<file path="src/rtl/traffic_light_monitor.sv">
// traffic_light_monitor: safety monitor placed between the intersection
// controller and the lamp drivers. It checks encoding, cross-road conflicts,
// transition order and phase timing every clock, and mirrors the controller
// onto the lamps one cycle later. On the first violation it latches a cause
// code and flashes both roads red until an operator clear with all-red inputs.
// Optional build macro TL_MON_PHASE_COUNT_EN adds the phase_cnt output, which
// counts legal road-A green-to-yellow transitions.
module traffic_light_monitor #(
    parameter int MIN_YELLOW = 3,
    parameter int MAX_STUCK  = 60,
    parameter int FLASH_DIV  = 1,
    parameter int CNT_W      = 8
) (
    input  logic        clk,
    input  logic        rst,
    input  logic [2:0]  light_A,
    input  logic [2:0]  light_B,
    input  logic        clr,
    output logic [2:0]  safe_A,
    output logic [2:0]  safe_B,
    output logic        fault,
    output logic [2:0]  fault_code
`ifdef TL_MON_PHASE_COUNT_EN
    ,
    output logic [15:0] phase_cnt
`endif
);

    localparam logic [2:0] RED    = 3'b100;
    localparam logic [2:0] YELLOW = 3'b010;
    localparam logic [2:0] GREEN  = 3'b001;
    localparam int         FLASH_W = (FLASH_DIV > 1) ? $clog2(FLASH_DIV) : 1;
    localparam logic [CNT_W-1:0] DWELL_MAX = {CNT_W{1'b1}};

    typedef enum logic [0:0] {
        NORMAL = 1'b0,
        FAULT  = 1'b1
    } state_t;

    state_t              state_reg, state_next;
    logic [2:0]          safe_a_reg, safe_a_next;
    logic [2:0]          safe_b_reg, safe_b_next;
    logic                fault_reg, fault_next;
    logic [2:0]          code_reg, code_next;
    logic                flash_phase_reg, flash_phase_next;
    logic [FLASH_W-1:0]  flash_cnt_reg, flash_cnt_next;
    logic [2:0]          prev_reg [2];
    logic [2:0]          prev_next [2];
    logic [CNT_W-1:0]    dwell_reg [2];
    logic [CNT_W-1:0]    dwell_next [2];
`ifdef TL_MON_PHASE_COUNT_EN
    logic [15:0]         phase_cnt_reg, phase_cnt_next;
`endif

    // Per-road view of the sampled inputs and the per-road check results
    logic [2:0]          light [2];
    logic [1:0]          onehot;
    logic [1:0]          nonred;
    logic [1:0]          changed;
    logic [1:0]          legal_step;
    logic [1:0]          illegal;
    logic [1:0]          short_yellow;
    logic [1:0]          stuck;
    logic [CNT_W-1:0]    dwell_track [2];
    logic                conflict;
    logic [2:0]          viol_code;
    logic                a_green_to_yellow;

    assign light[0] = light_A;
    assign light[1] = light_B;

    generate
        for (genvar gi = 0; gi < 2; gi++) begin : g_road
            assign onehot[gi]  = (light[gi] == GREEN) || (light[gi] == YELLOW) ||
                                 (light[gi] == RED);
            assign nonred[gi]  = |light[gi][1:0];
            assign changed[gi] = (light[gi] != prev_reg[gi]);
            assign legal_step[gi] = ((prev_reg[gi] == GREEN)  && (light[gi] == YELLOW)) ||
                                    ((prev_reg[gi] == YELLOW) && (light[gi] == RED))    ||
                                    ((prev_reg[gi] == RED)    && (light[gi] == GREEN));
            // An invalid code is reported as an encoding error instead
            assign illegal[gi] = onehot[gi] && changed[gi] && !legal_step[gi];
            // Yellow dwell before this sample is the length of the yellow phase
            assign short_yellow[gi] = (prev_reg[gi] == YELLOW) && (light[gi] == RED) &&
                                      (dwell_reg[gi] < CNT_W'(MIN_YELLOW));
            // Dwell including the current sample, saturating at the counter maximum
            assign dwell_track[gi] = changed[gi] ? CNT_W'(1) :
                                     (dwell_reg[gi] == DWELL_MAX) ? dwell_reg[gi] :
                                     dwell_reg[gi] + CNT_W'(1);
            assign stuck[gi] = (dwell_track[gi] >= CNT_W'(MAX_STUCK));
        end
    endgenerate

    assign conflict          = nonred[0] && nonred[1];
    assign a_green_to_yellow = (prev_reg[0] == GREEN) && (light_A == YELLOW);

    // Lowest code wins when several violations coincide
    always_comb begin
        viol_code = 3'd0;
        if (conflict)
            viol_code = 3'd1;
        else if (!(&onehot))
            viol_code = 3'd2;
        else if (|illegal)
            viol_code = 3'd3;
        else if (|short_yellow)
            viol_code = 3'd4;
        else if (|stuck)
            viol_code = 3'd5;
    end

    // Next-state and output logic of the NORMAL/FAULT machine
    always_comb begin
        state_next       = state_reg;
        safe_a_next      = safe_a_reg;
        safe_b_next      = safe_b_reg;
        fault_next       = fault_reg;
        code_next        = code_reg;
        flash_phase_next = flash_phase_reg;
        flash_cnt_next   = flash_cnt_reg;
        prev_next[0]     = light_A;
        prev_next[1]     = light_B;
        dwell_next[0]    = dwell_track[0];
        dwell_next[1]    = dwell_track[1];
`ifdef TL_MON_PHASE_COUNT_EN
        phase_cnt_next   = phase_cnt_reg;
`endif
        case (state_reg)
            NORMAL: begin
                if (viol_code != 3'd0) begin
                    state_next       = FAULT;
                    fault_next       = 1'b1;
                    code_next        = viol_code;
                    safe_a_next      = RED;
                    safe_b_next      = RED;
                    flash_phase_next = 1'b1;
                    flash_cnt_next   = '0;
                end else begin
                    safe_a_next = light_A;
                    safe_b_next = light_B;
`ifdef TL_MON_PHASE_COUNT_EN
                    if (a_green_to_yellow)
                        phase_cnt_next = phase_cnt_reg + 16'd1;
`endif
                end
            end
            FAULT: begin
                if (clr && (light_A == RED) && (light_B == RED)) begin
                    state_next       = NORMAL;
                    fault_next       = 1'b0;
                    code_next        = 3'd0;
                    safe_a_next      = RED;
                    safe_b_next      = RED;
                    prev_next[0]     = RED;
                    prev_next[1]     = RED;
                    dwell_next[0]    = CNT_W'(1);
                    dwell_next[1]    = CNT_W'(1);
                    flash_phase_next = 1'b1;
                    flash_cnt_next   = '0;
                end else begin
                    // Half-period of FLASH_DIV cycles, both roads in step
                    if (flash_cnt_reg == FLASH_W'(FLASH_DIV - 1)) begin
                        flash_cnt_next   = '0;
                        flash_phase_next = ~flash_phase_reg;
                    end else begin
                        flash_cnt_next   = flash_cnt_reg + FLASH_W'(1);
                    end
                    safe_a_next = {flash_phase_next, 2'b00};
                    safe_b_next = {flash_phase_next, 2'b00};
                end
            end
            default: begin
                state_next = NORMAL;
            end
        endcase
    end

    // State and datapath registers with synchronous reset
    always_ff @(posedge clk) begin
        if (rst) begin
            state_reg       <= NORMAL;
            safe_a_reg      <= RED;
            safe_b_reg      <= RED;
            fault_reg       <= 1'b0;
            code_reg        <= 3'd0;
            flash_phase_reg <= 1'b1;
            flash_cnt_reg   <= '0;
            prev_reg[0]     <= RED;
            prev_reg[1]     <= RED;
            dwell_reg[0]    <= '0;
            dwell_reg[1]    <= '0;
`ifdef TL_MON_PHASE_COUNT_EN
            phase_cnt_reg   <= 16'd0;
`endif
        end else begin
            state_reg       <= state_next;
            safe_a_reg      <= safe_a_next;
            safe_b_reg      <= safe_b_next;
            fault_reg       <= fault_next;
            code_reg        <= code_next;
            flash_phase_reg <= flash_phase_next;
            flash_cnt_reg   <= flash_cnt_next;
            prev_reg[0]     <= prev_next[0];
            prev_reg[1]     <= prev_next[1];
            dwell_reg[0]    <= dwell_next[0];
            dwell_reg[1]    <= dwell_next[1];
`ifdef TL_MON_PHASE_COUNT_EN
            phase_cnt_reg   <= phase_cnt_next;
`endif
        end
    end

    assign safe_A     = safe_a_reg;
    assign safe_B     = safe_b_reg;
    assign fault      = fault_reg;
    assign fault_code = code_reg;
`ifdef TL_MON_PHASE_COUNT_EN
    assign phase_cnt  = phase_cnt_reg;
`endif

endmodule

</file>
<file path="config.mk">
export PLATFORM = sky130hd
export DESIGN_NAME = traffic_light_monitor
export DESIGN_NICKNAME = d
export VERILOG_FILES = /design/src/rtl/traffic_light_monitor.sv
export SDC_FILE = /design/constraint.sdc
export NUM_CORES = 1
export LEC_CHECK = 0
export ABC_AREA = 0
export CAP_MARGIN = 15
export CORE_ASPECT_RATIO = 1.5
export CORE_MARGIN = 5
export CORE_UTILIZATION = 55
export CTS_CLUSTER_SIZE = 14
export DETAILED_ROUTE_END_ITERATION = 10
export DONT_BUFFER_PORTS = 1
export PLACE_DENSITY = 0.7
export SLEW_MARGIN = 15
export SYNTH_ARGS = -nofsm -noshare
export SYNTH_HDL_FRONTEND = slang
export SYNTH_SLANG_ARGS = --single-unit
</file>
<file path="constraint.sdc">
create_clock -name clk -period 6.4 [get_ports clk]
set_clock_uncertainty 0.2 [all_clocks]
set_input_delay 0.64 -clock clk [delete_from_list [all_inputs] [get_ports clk]]
set_output_delay 0.64 -clock clk [all_outputs]
set_load 0.03 [all_outputs]
</file>
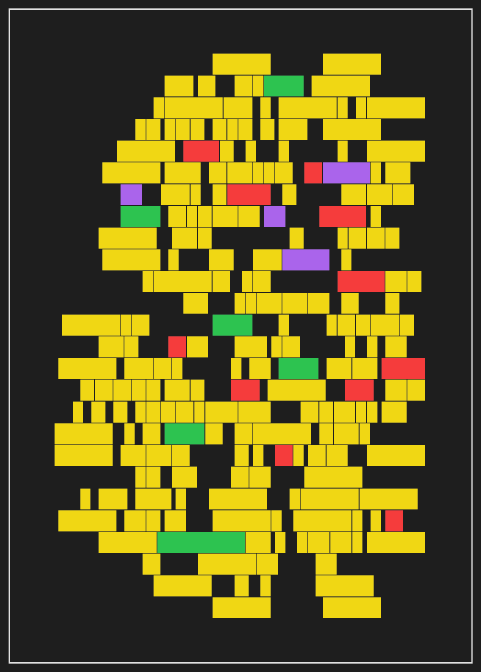
Fig. 1. Cell sizes after repair.
x1 and smaller: shown in yellow, cells 194, share 90%. x2: shown in red, cells 11, share 5.1%. x3 and x4: shown in purple, cells 4, share 1.9%. x6 and larger: shown in green, cells 6, share 2.8%.
area grow syn2layout: 4.26%
Non-clk bufs: 0

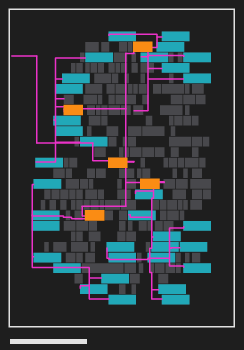
Fig. 2. Clock distribution.
Scale bar: 20 µm.
clock-net drivers: shown in orange, count 5. clock wires: shown in magenta, length 432 µm. flip-flops: shown in cyan, count 34.
There are 6 routed clock nets. Position of the flops: all over the die.
clock share of power: 0.427
clock network power: 197 µW
clk latency late pin: 290 ps

==> Changelog: implementation <==
## Implementation

* EDFF count, synth at 0
* Floorplan net count at 232
* Cell Area, Synth at 1880 µm²
* First-pass GRT wire length at 6640 µm
* Clock-pin slew on the worst setup and hold paths at 80 ps
* CP Data Arrival Time at 2460 ps
* Min Clock Period, post-route at 2470 ps
* Die height at 81.6 µm
* Setup crit end kind: flop
* Pre-CTS setup slack at 3970 ps
* Leading area contributor after synthesis: dfxtp_1
* Inserted Diodes at 0
* # IOs at 19
* Outcome: completed
* R2r worst-path depth at 7
* Avg Cell Area, Syn at 8.50 µm²
* Worst Setup Slack, final at 3930 ps
* Post-CTS sizing at 0
* Hold Crit Class: in2reg
* FF-to-FF setup slack at 3930 ps
* Pin count of the biggest net entering global routing at 13
* Yosys warning count at 0
* Syn Inst Count at 221
* Peak supply drop at 165 µV
* Post-synth top area share at 0.362
* Worst slew pin tran at 528 ps
* DR WL/cell at 15.9 µm
* Core ar. at 3350 µm²
* Worst EP required at 6390 ps
* Hold depth at 1
* Period Utilization, post-route at 0.386
* Tool warning count at 26
* Via density at 6.21
==> worst paths after layout <==
path / from / endpoint
setup / recovery: dwell_reg[0][0] / safe_A[2]
hold / removal: rst / prev_reg[0][1]
setup reg to reg: dwell_reg[0][0] / safe_A[2]
hold reg to reg: flash_phase_reg / flash_phase_reg
==> critical path, stage by stage (launching register included) <==
cell	delay (ps)
dfxtp_1	420
ha_1	280
nand3_1	190
nor4_1	330
nor3b_1	130
nor3_2	230
nand4bb_1	320
o21a_1	270
==> kinds of logic (layout without fill, tap and decap cells) <==
group,count (synthesis),in the layout,share of synthesized area
xor gates and xnor gates,9,9,0.0459
buffers and inverters,20,14,0.0579
DFF,34,34,0.362
adders and majority gates,2,2,0.0133
AOI/OAI and AO/OA,48,48,0.195
muxes,5,5,0.0266
and+or+nand+nor,103,103,0.299
==> cell type report <==
cell class	instances	area, µm²
Clock buffer	5	68.8
Inverter	6	22.5
Multi-Input combinational cell	167	1090
Tap cell	42	52.6
Sequential cell	34	681
Clock inverter	3	45.0
Fill cell	298	1390
==> placed cells by master (no fill, tap or decap), types with 3 or more instances in the layout <==
cell type	synthesis	layout
nor2_1	31	31
nand4_1	4	4
dfxtp_1	34	34
nor3b_1	5	5
nor4_1	3	3
a31oi_1	6	6
nand3_1	11	11
clkbuf_8	0	5
o21ai_1	3	3
nand2_1	15	15
a21oi_1	5	5
mux2i_1	5	5
xor2_1	7	7
and3_1	4	4
o21a_1	4	4
or2_2	4	4
inv_1	6	6
a211oi_1	5	5
nor3_1	8	8
o21ai_0	5	5
==> routing by layer <==
layer	global-route usage	routed length (µm)
met1	0.186	1600
met2	0.333	2100
met3	0.0425	240
met4	0.118	146
met5	0	0
==> where the power goes <==
part           leakage (nW)  internal (mW)  total [mW]  switching [mW]
combinational         0.348         0.0158      0.0340          0.0182
clock                0.0504          0.116       0.197          0.0813
sequential            0.278          0.218       0.231          0.0123
Power figures rest on the tool's default switching activity, not on a simulated workload.
